===== src/rtl/picorv32_mem_adapter.sv =====
// picorv32_mem_adapter
// Memory front-end below picorv32_core. Arbitrates the 32-bit core port and the
// 128-bit external port onto one single-port 128-bit SRAM with 1-cycle read latency.
// It also handles lane select and replication, and flags out-of-range accesses.
// Optional feature: define PICO_MEM_ARB_FAIR_EN to bound core starvation.
// With the macro defined, the core is force-granted after STARVE_LIMIT stall cycles.
// Without it, the external port has strict priority.
module picorv32_mem_adapter #(
   parameter int unsigned                   PICO_MEM_ADDR_SIZE = 32,
   parameter int unsigned                   ASM_MEM_DATA_SIZE  = 128,
   parameter int unsigned                   SRAM_ADDR_SIZE     = 12,
   parameter logic [PICO_MEM_ADDR_SIZE-1:0] MEM_SIZE_BYTES     = 32'h0001_0000,
   parameter int unsigned                   STARVE_LIMIT       = 4
) (
   input  logic                            clk_i,
   input  logic                            resetn_i,
   input  logic                            pico_en_i,
   input  logic [3:0]                      pico_we_i,
   input  logic [PICO_MEM_ADDR_SIZE-1:0]   pico_addr_i,
   input  logic [31:0]                     pico_wdata_i,
   output logic [31:0]                     pico_rdata_o,
   output logic                            pico_stall_o,
   input  logic                            ext_en_i,
   input  logic [ASM_MEM_DATA_SIZE/8-1:0]  ext_we_i,
   input  logic [PICO_MEM_ADDR_SIZE-1:0]   ext_addr_i,
   input  logic [ASM_MEM_DATA_SIZE-1:0]    ext_wdata_i,
   output logic [ASM_MEM_DATA_SIZE-1:0]    ext_rdata_o,
   output logic                            ext_rvalid_o,
   output logic                            ext_stall_o,
   output logic                            sram_en_o,
   output logic [ASM_MEM_DATA_SIZE/8-1:0]  sram_we_o,
   output logic [SRAM_ADDR_SIZE-1:0]       sram_addr_o,
   output logic [ASM_MEM_DATA_SIZE-1:0]    sram_wdata_o,
   input  logic [ASM_MEM_DATA_SIZE-1:0]    sram_rdata_i,
   output logic                            err_o
);

   // Pick one 32-bit lane out of a 128-bit SRAM word
   function automatic logic [31:0] lane_sel(input logic [127:0] word, input logic [1:0] lane);
      logic [31:0] r;
      case (lane)
         2'd0:    r = word[31:0];
         2'd1:    r = word[63:32];
         2'd2:    r = word[95:64];
         default: r = word[127:96];
      endcase
      return r;
   endfunction

   logic        force_pico_s;
   logic        ext_gnt_s;
   logic        pico_gnt_s;
   logic        ext_oor_s;
   logic        pico_oor_s;
   logic        ext_is_rd_s;
   logic        pico_is_rd_s;
   logic        pico_new_s;
   logic        ext_new_s;
   logic        unused_s;

   logic        rd_valid_r;
   logic        rd_owner_r;      // 1 = external port owns the read in flight
   logic        rd_oor_r;
   logic [1:0]  rd_lane_r;
   logic        err_r;
   logic [31:0] pico_hold_r;
   logic [ASM_MEM_DATA_SIZE-1:0] ext_hold_r;

   assign unused_s = ^{pico_addr_i[1:0], ext_addr_i[3:0]};

`ifdef PICO_MEM_ARB_FAIR_EN
   localparam int unsigned             CNT_W      = $clog2(STARVE_LIMIT + 1);
   localparam logic [CNT_W-1:0]        STARVE_MAX = CNT_W'(STARVE_LIMIT);
   localparam logic [CNT_W-1:0]        CNT_ONE    = CNT_W'(1);
   localparam logic [CNT_W-1:0]        CNT_ZERO   = CNT_W'(0);
   logic [CNT_W-1:0] starve_cnt_r;

   // Count consecutive core stall cycles; any accept or idle core restarts the count
   always_ff @(posedge clk_i or negedge resetn_i) begin
      if (!resetn_i) begin
         starve_cnt_r <= CNT_ZERO;
      end else if (pico_stall_o) begin
         starve_cnt_r <= starve_cnt_r + CNT_ONE;
      end else begin
         starve_cnt_r <= CNT_ZERO;
      end
   end

   assign force_pico_s = pico_en_i & (starve_cnt_r == STARVE_MAX);
`else
   assign force_pico_s = 1'b0;
`endif

   // External port wins a conflict unless the core has been starved long enough
   assign ext_gnt_s    = ext_en_i & ~force_pico_s;
   assign pico_gnt_s   = pico_en_i & ~ext_gnt_s;
   assign ext_stall_o  = ext_en_i & ~ext_gnt_s;
   assign pico_stall_o = pico_en_i & ~pico_gnt_s;

   assign ext_oor_s    = (ext_addr_i >= MEM_SIZE_BYTES);
   assign pico_oor_s   = (pico_addr_i >= MEM_SIZE_BYTES);
   assign ext_is_rd_s  = (ext_we_i == 16'h0000);
   assign pico_is_rd_s = (pico_we_i == 4'b0000);

   // Route the granted, in-range request onto the SRAM port
   always_comb begin
      sram_en_o    = 1'b0;
      sram_we_o    = 16'h0000;
      sram_addr_o  = 12'h000;
      sram_wdata_o = 128'h0;
      if (ext_gnt_s && !ext_oor_s) begin
         sram_en_o    = 1'b1;
         sram_we_o    = ext_we_i;
         sram_addr_o  = ext_addr_i[SRAM_ADDR_SIZE+3:4];
         sram_wdata_o = ext_wdata_i;
      end else if (pico_gnt_s && !pico_oor_s) begin
         sram_en_o    = 1'b1;
         sram_we_o    = {12'h000, pico_we_i} << {pico_addr_i[3:2], 2'b00};
         sram_addr_o  = pico_addr_i[SRAM_ADDR_SIZE+3:4];
         sram_wdata_o = {4{pico_wdata_i}};
      end else begin
         sram_en_o    = 1'b0;
         sram_we_o    = 16'h0000;
         sram_addr_o  = 12'h000;
         sram_wdata_o = 128'h0;
      end
   end

   // Remember the single read in flight, its owner and lane, and flag range errors
   always_ff @(posedge clk_i or negedge resetn_i) begin
      if (!resetn_i) begin
         rd_valid_r <= 1'b0;
         rd_owner_r <= 1'b0;
         rd_oor_r   <= 1'b0;
         rd_lane_r  <= 2'b00;
         err_r      <= 1'b0;
      end else begin
         rd_valid_r <= (ext_gnt_s & ext_is_rd_s) | (pico_gnt_s & pico_is_rd_s);
         rd_owner_r <= ext_gnt_s;
         rd_oor_r   <= ext_gnt_s ? ext_oor_s : pico_oor_s;
         rd_lane_r  <= pico_addr_i[3:2];
         err_r      <= (ext_gnt_s & ext_oor_s) | (pico_gnt_s & pico_oor_s);
      end
   end

   assign pico_new_s = rd_valid_r & ~rd_owner_r;
   assign ext_new_s  = rd_valid_r & rd_owner_r;

   // Return fresh read data in the cycle after accept; out-of-range reads return zero
   always_comb begin
      pico_rdata_o = pico_hold_r;
      ext_rdata_o  = ext_hold_r;
      if (pico_new_s) begin
         pico_rdata_o = rd_oor_r ? 32'h0 : lane_sel(sram_rdata_i, rd_lane_r);
      end else begin
         pico_rdata_o = pico_hold_r;
      end
      if (ext_new_s) begin
         ext_rdata_o = rd_oor_r ? 128'h0 : sram_rdata_i;
      end else begin
         ext_rdata_o = ext_hold_r;
      end
   end

   // Capture returned data so both ports keep showing their last read
   always_ff @(posedge clk_i or negedge resetn_i) begin
      if (!resetn_i) begin
         pico_hold_r <= 32'h0;
         ext_hold_r  <= 128'h0;
      end else begin
         pico_hold_r <= pico_rdata_o;
         ext_hold_r  <= ext_rdata_o;
      end
   end

   assign ext_rvalid_o = ext_new_s;
   assign err_o        = err_r;

endmodule

===== config.mk =====
export PLATFORM = sky130hd
export DESIGN_NAME = picorv32_mem_adapter
export DESIGN_NICKNAME = d
export VERILOG_FILES = /design/src/rtl/picorv32_mem_adapter.sv
export SDC_FILE = /design/constraint.sdc
export NUM_CORES = 1
export LEC_CHECK = 0
export CAP_MARGIN = 20
export CORE_AREA = 4 4 266 268
export CTS_CLUSTER_DIAMETER = 50
export DETAILED_ROUTE_END_ITERATION = 8
export DIE_AREA = 0 0 270 272
export HOLD_SLACK_MARGIN = 0.1
export SLEW_MARGIN = 15
export SYNTH_ARGS = -nofsm -noshare
export SYNTH_HDL_FRONTEND = slang
export SYNTH_SLANG_ARGS = --single-unit

===== constraint.sdc =====
create_clock -name clk_i -period 2.4 [get_ports clk_i]
set_input_delay 0.6 -clock clk_i [delete_from_list [all_inputs] [get_ports clk_i]]
set_output_delay 0.6 -clock clk_i [all_outputs]
set_load 0.02 [all_outputs]

**Run 1: supply network**

Pins as bars on the die edge.
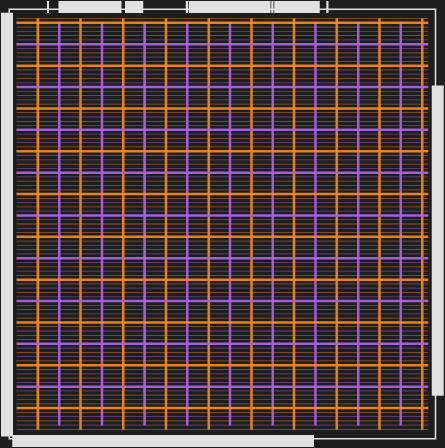
- purple: VDD
- orange: VSS
- met4 straps: 19
- rows: 96
- signal pins: 697
height of the die: 272 um
die span in x: 270 um

**Run 1: sequential cells grouped by signal name**

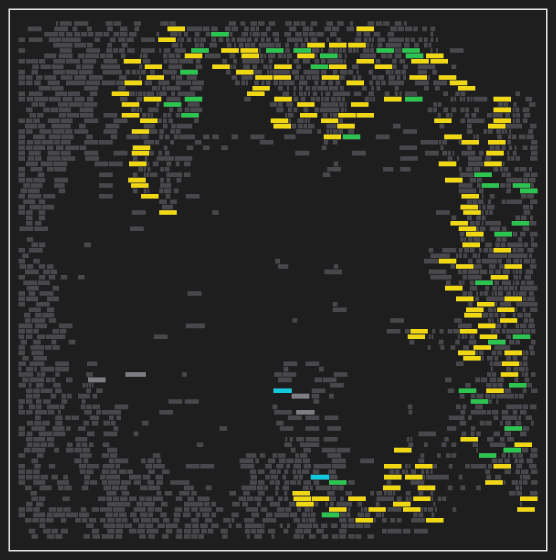
- green: pico_hold_r (flops 32; where widely spread)
- cyan: rd_lane_r (flops 2)
- yellow: ext_hold_r (flops 128; where widely spread)
- not coloured: 4
power in sequential cells: 3320 uW
share of the core filled with cells: 35.1%

**Run 1: clock routing**

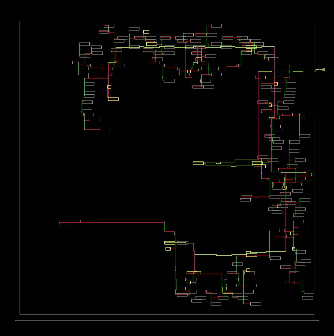
clock skew after layout: 0.0210 ns
CTS Buf Count: 17
Clock Power: 2930 uW
Latency at later pin: 0.49 ns
clock sinks: 166

**Run 1: signal wires on met1**

Supply wires on this layer in grey.
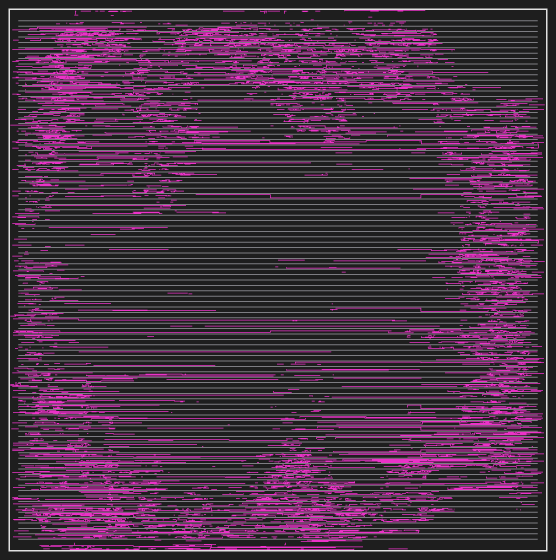
- main direction: horizontal
- wire length on this layer: 28.6 mm
- share of all routed wire: 37%
- longest straight run: 159 um
routed via count: 12204
met1 GRT Util: 20.8%

==> flow_summary.json, run 1 <==
{
  "status": "finished, violations left",
  "violations": "setup timing",
  "max_stage_delay_ns": 0.29,
  "switching_share_pct": 32.1,
  "report.final.hold_viol_count": 0,
  "critical_path.top_delay_family": "buffers and inverters",
  "synth-edff-count": 0,
  "lay_top_cells": "355 x sky130_fd_sc_hd__buf_4, 335 x sky130_fd_sc_hd__clkdlybuf4s50_1, 179 x sky130_fd_sc_hd__buf_6",
  "ant_nets": 0,
  "worstSetupEndpointType": "output pin",
  "drc": 0,
  "logic_area_sq_mm": 0.00581,
  "post-route-min-period_ns": 2.92,
  "post_synthesis_instance_total": 908,
  "cp.arrival_ns": 2.32,
  "port_buffers": 689,
  "timing.final.setup_violations": 307,
  "areaGrowthSynthToFinish_pct": 160,
  "async_flop_share_pct": 100,
  "power_share_of_the_combinational_group_pct": 39.5,
  "post-place-ws_ns": -1.25,
  "num-nets-final": 2322,
  "wl_per_cell_um": 27.0,
  "aoi_share_pct": 25.2,
  "fmax_ghz": 0.343,
  "buffers_excl_clock": 1113,
  "timing.critical_path.from_type": "primary input",
  "registers.top_by_ff_count": "ext_hold_r",
  "setup_tns_ns": -104.06,
  "placer_s_final_routability_congestion_estimate": 0.976,
  "syn-cell-area_sq_mm": 0.00920,
  "relSlewSlack_pct": 56.4,
  "worst_slack_ns": -0.518,
  "cp_slowest_cell": "sky130_fd_sc_hd__nor4_4",
  "area.share.sequential_pct": 17.4,
  "place.detailed.hpwl_um": 60500,
  "synth-xor-area-share_pct": 0,
  "grt_first_pass_wirelength_um": 101000,
  "tap-cell-count": 882,
  "area_dominant_class": "buffers"
}
run 1: per-layer routing:
layer	GRT usage [%]	vias up	share of wire (%)
li1	-	5443	-
met1	20.8	6070	37
met2	34.8	570	51
met3	7.22	113	7.5
met4	8.13	8	4.5
met5	0	-	0.055
run 1: final timing paths:
check | from | to | slack, ns | cells after the start
hold reg to reg | ext_hold_r[19] | ext_hold_r[19] | 0.48 | 2
setup / recovery | ext_addr_i[26] | sram_wdata_o[10] | -0.52 | 12
max in group asynchronous | resetn_i | rd_lane_r[0] | 1.00 | 3
hold / removal | ext_hold_r[19] | ext_hold_r[19] | 0.48 | 2
setup reg to reg | rd_lane_r[0] | pico_hold_r[25] | 0.44 | 8
min in group asynchronous | resetn_i | pico_hold_r[14] | 0.69 | 2
==> inputs of run 2 (changes only) <==
--- a/config.mk
+++ b/config.mk
@@ -10,8 +10,9 @@
 export CTS_CLUSTER_DIAMETER = 50
 export DETAILED_ROUTE_END_ITERATION = 8
 export DIE_AREA = 0 0 270 272
+export GPL_TIMING_DRIVEN = 0
 export HOLD_SLACK_MARGIN = 0.1
-export SLEW_MARGIN = 15
+export SLEW_MARGIN = 10
 export SYNTH_ARGS = -nofsm -noshare
 export SYNTH_HDL_FRONTEND = slang
 export SYNTH_SLANG_ARGS = --single-unit
==> constraint.sdc (replaced) <==
create_clock -name clk_i -period 3.6 [get_ports clk_i]
set_input_delay 0.9 -clock clk_i [delete_from_list [all_inputs] [get_ports clk_i]]
set_output_delay 0.9 -clock clk_i [all_outputs]
set_load 0.02 [all_outputs]
**Run 2: signal wires on met1**

Supply wires on this layer in grey.
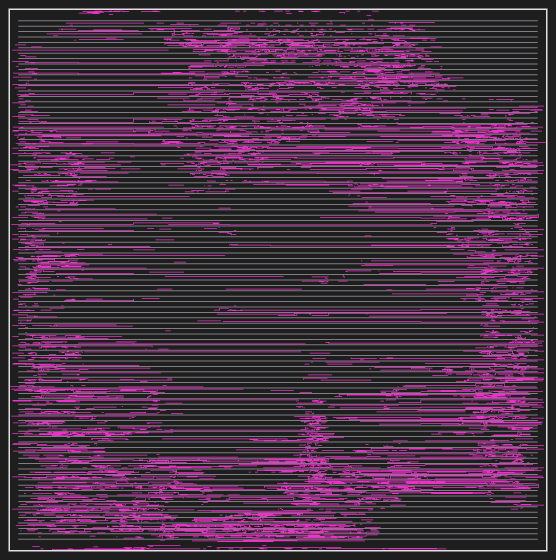
- share of all routed wire: 37%
- main direction: horizontal
- nets with wire on the layer: 1826
- wire length on this layer: 29.6 mm
- longest straight run: 118 um
total wire length: 80900 um
routed via count: 11108

**Run 2: supply network**

Pins as bars on the die edge.
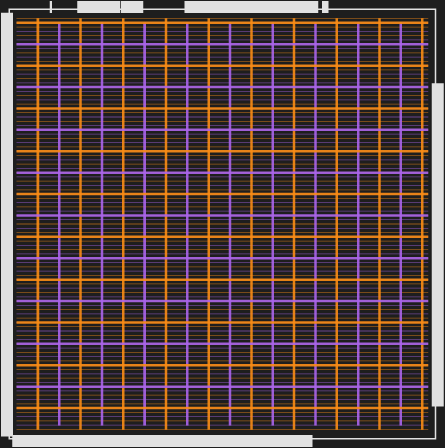
- orange: VSS
- purple: VDD
- met1 rails: 97
- signal pins: 697
- rows: 96
- met4 straps: 19
- met5 straps: 19
Max rail drop VDD: 0.000326 V
core region area: 0.0683 sq mm

==> flow_summary.json, run 2 <==
{
  "post_synthesis_instance_total": 908,
  "fmax_ghz": 0.280,
  "timing.critical_path.from_type": "primary input",
  "numCtsBuffers": 17,
  "share_of_the_core_filled_with_cells_pct": 26.7,
  "drc": 0,
  "placer_s_final_routability_congestion_estimate": 0.964,
  "post-place-ws_ns": -2.22,
  "worst_flop_to_flop_path_endpoint": "ext_hold_r[95]",
  "reg2reg_setup_slack_ns": 1.76,
  "ant_nets": 0,
  "cp_slowest_cell": "sky130_fd_sc_hd__and4_4",
  "setup_tns_ns": 0,
  "worstSetupEndpointType": "output pin",
  "areaGrowthSynthToFinish_pct": 98.2,
  "post-route-min-period_ns": 3.58,
  "report.final.hold_viol_count": 0,
  "syn-cell-area_sq_mm": 0.00920,
  "wl_per_cell_um": 31.9,
  "critical_path.startpoint": "pico_addr_i[25]",
  "cp.arrival_ns": 2.68,
  "switching_share_pct": 34.9,
  "grt_first_pass_wirelength_um": 107000,
  "place.detailed.hpwl_um": 68400,
  "synth-xor-area-share_pct": 0,
  "port_buffers": 689,
  "status": "finished, final reports clean",
  "r2r.worst_path.cells": 4,
  "worst_slack_ns": 0.0238,
  "registers.top_by_ff_count": "ext_hold_r",
  "aoi_share_pct": 25.2
}
**Run 2: clock routing**

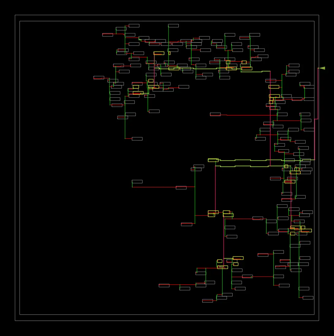
Seq Cell Count: 166
clock skew after layout: 0.0181 ns
Latency at later pin: 0.46 ns
Clock Power: 1900 uW

## run 2: layer usage
metal / GRT usage [%] / vias up / wire, um
met2: 39.6 / 587 / 42200
met3: 7.66 / 101 / 7000
met4: 4.67 / 34 / 1890
li1: - / 4805 / -
met5: 0 / - / 233
met1: 22.8 / 5581 / 29600
## run 2: cell type report
type / count / area, sq um / area share, %
multi-input combinational: 647 / 4870 / 26.7
clock buffer: 19 / 443 / 2.43
tap: 882 / 1100 / 6.05
sequential: 166 / 4160 / 22.8
buffer: 90 / 866 / 4.75
timing repair buffer: 715 / 6650 / 36.5
clock inverter: 13 / 143 / 0.782
inverter: 1 / 3.75 / 0.0206
antenna: 2 / 5.00 / 0.0274
**Run 2: sequential cells grouped by signal name**

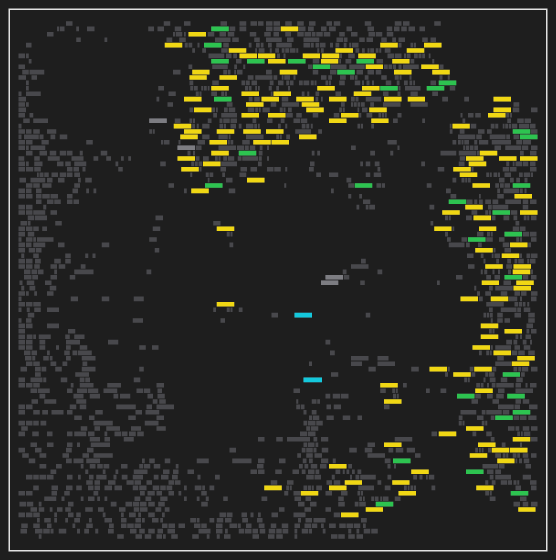

==> inputs of run 3 (changes only) <==
--- a/config.mk
+++ b/config.mk
@@ -10,7 +10,6 @@
 export CTS_CLUSTER_DIAMETER = 50
 export DETAILED_ROUTE_END_ITERATION = 8
 export DIE_AREA = 0 0 270 272
-export GPL_TIMING_DRIVEN = 0
 export HOLD_SLACK_MARGIN = 0.1
 export SLEW_MARGIN = 10
 export SYNTH_ARGS = -nofsm -noshare
**Run 3: sequential cells grouped by signal name**

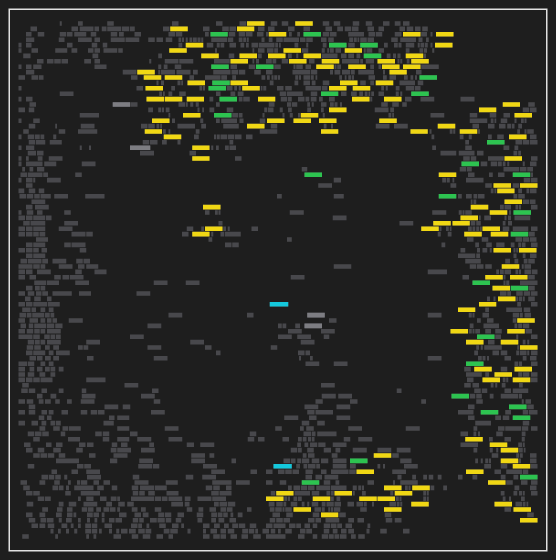
- green: pico_hold_r (flops 32)
- yellow: ext_hold_r (flops 128)
- cyan: rd_lane_r (flops 2)
- not coloured: 4
share of the core filled with cells: 29.1%
register area: 0.00416 sq mm
flip-flop and latch share of the layout cell area: 20.9%
power in sequential cells: 2210 uW

**Run 3: supply network**

Pins as bars on the die edge.
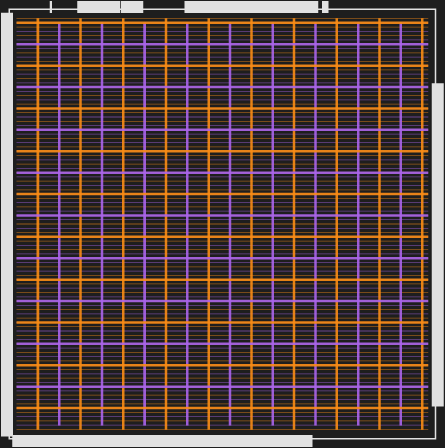
- purple: VDD
- orange: VSS
- signal pins: 697
- met1 rails: 97
- met4 straps: 19
- met5 straps: 19
Max rail drop VDD: 0.000297 V

**Run 3: clock routing**

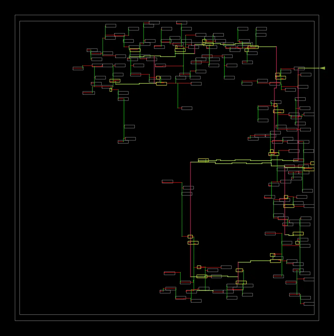
Clock Power: 1830 uW
clock buffers: 18
Latency at later pin: 0.49 ns
clock skew after layout: 0.0203 ns

==> flow_summary.json, run 3 <==
{
  "async_flop_share_pct": 100,
  "reg2reg_setup_slack_ns": 1.73,
  "tap-cell-count": 882,
  "report.final.hold_viol_count": 0,
  "switching_share_pct": 33.6,
  "clockNetworkAreaShare_pct": 2.82,
  "top_layer": "met5",
  "placer_s_final_routability_congestion_estimate": 0.961,
  "num-multi-input-gates": 647,
  "worst_flop_to_flop_path_endpoint": "ext_hold_r[30]",
  "cts.sinks": 166,
  "status": "finished, final reports clean",
  "wl_met2_um": 36300,
  "cp.arrival_ns": 2.66,
  "m1WireLength_um": 25200,
  "grt_first_pass_wirelength_um": 96100,
  "max_stage_delay_ns": 0.56,
  "port_buffers": 689,
  "post-route-min-period_ns": 3.56,
  "global_route.peak_usage_layer": "met2",
  "buffers_excl_clock": 815,
  "num-nonclk-inverters": 1,
  "comb-cell-share_pct": 25.0,
  "drc": 0,
  "critical_path.top_delay_family": "buffers and inverters",
  "end_of_the_critical_path": "pico_rdata_o[7]",
  "route.vias.total": 10796,
  "grtUsageMet3_pct": 8.20,
  "registers.top_by_ff_count": "ext_hold_r",
  "post_synthesis_instance_total": 908,
  "critical_path.startpoint": "sram_rdata_i[71]",
  "die_w_um": 270,
  "wl_met3_um": 7040,
  "aoi_share_pct": 25.2,
  "power_share_of_the_combinational_group_pct": 34.0,
  "gr-usage-met2_pct": 34.0,
  "globalRouteMet1Util_pct": 19.4,
  "place.detailed.hpwl_um": 58400,
  "cp_slowest_cell": "sky130_fd_sc_hd__clkdlybuf4s50_1"
}
[run 3: cell types whose count changed in the layout (fill, tap and decap cells not counted), moves of 11 or more]
cell                              delta
sky130_fd_sc_hd__clkdlybuf4s50_1    +89
sky130_fd_sc_hd__buf_2              -60
sky130_fd_sc_hd__buf_8              -14
sky130_fd_sc_hd__clkbuf_2           -18
sky130_fd_sc_hd__clkdlybuf4s15_2    -16
sky130_fd_sc_hd__buf_4              +65
sky130_fd_sc_hd__a22o_4             +12
sky130_fd_sc_hd__buf_12            +104
sky130_fd_sc_hd__dlygate4sd2_1      -90
sky130_fd_sc_hd__buf_6              -17
sky130_fd_sc_hd__clkbuf_4           -22
sky130_fd_sc_hd__a22o_1             -11
Power figures rest on the tool's default switching activity, not on a simulated workload.
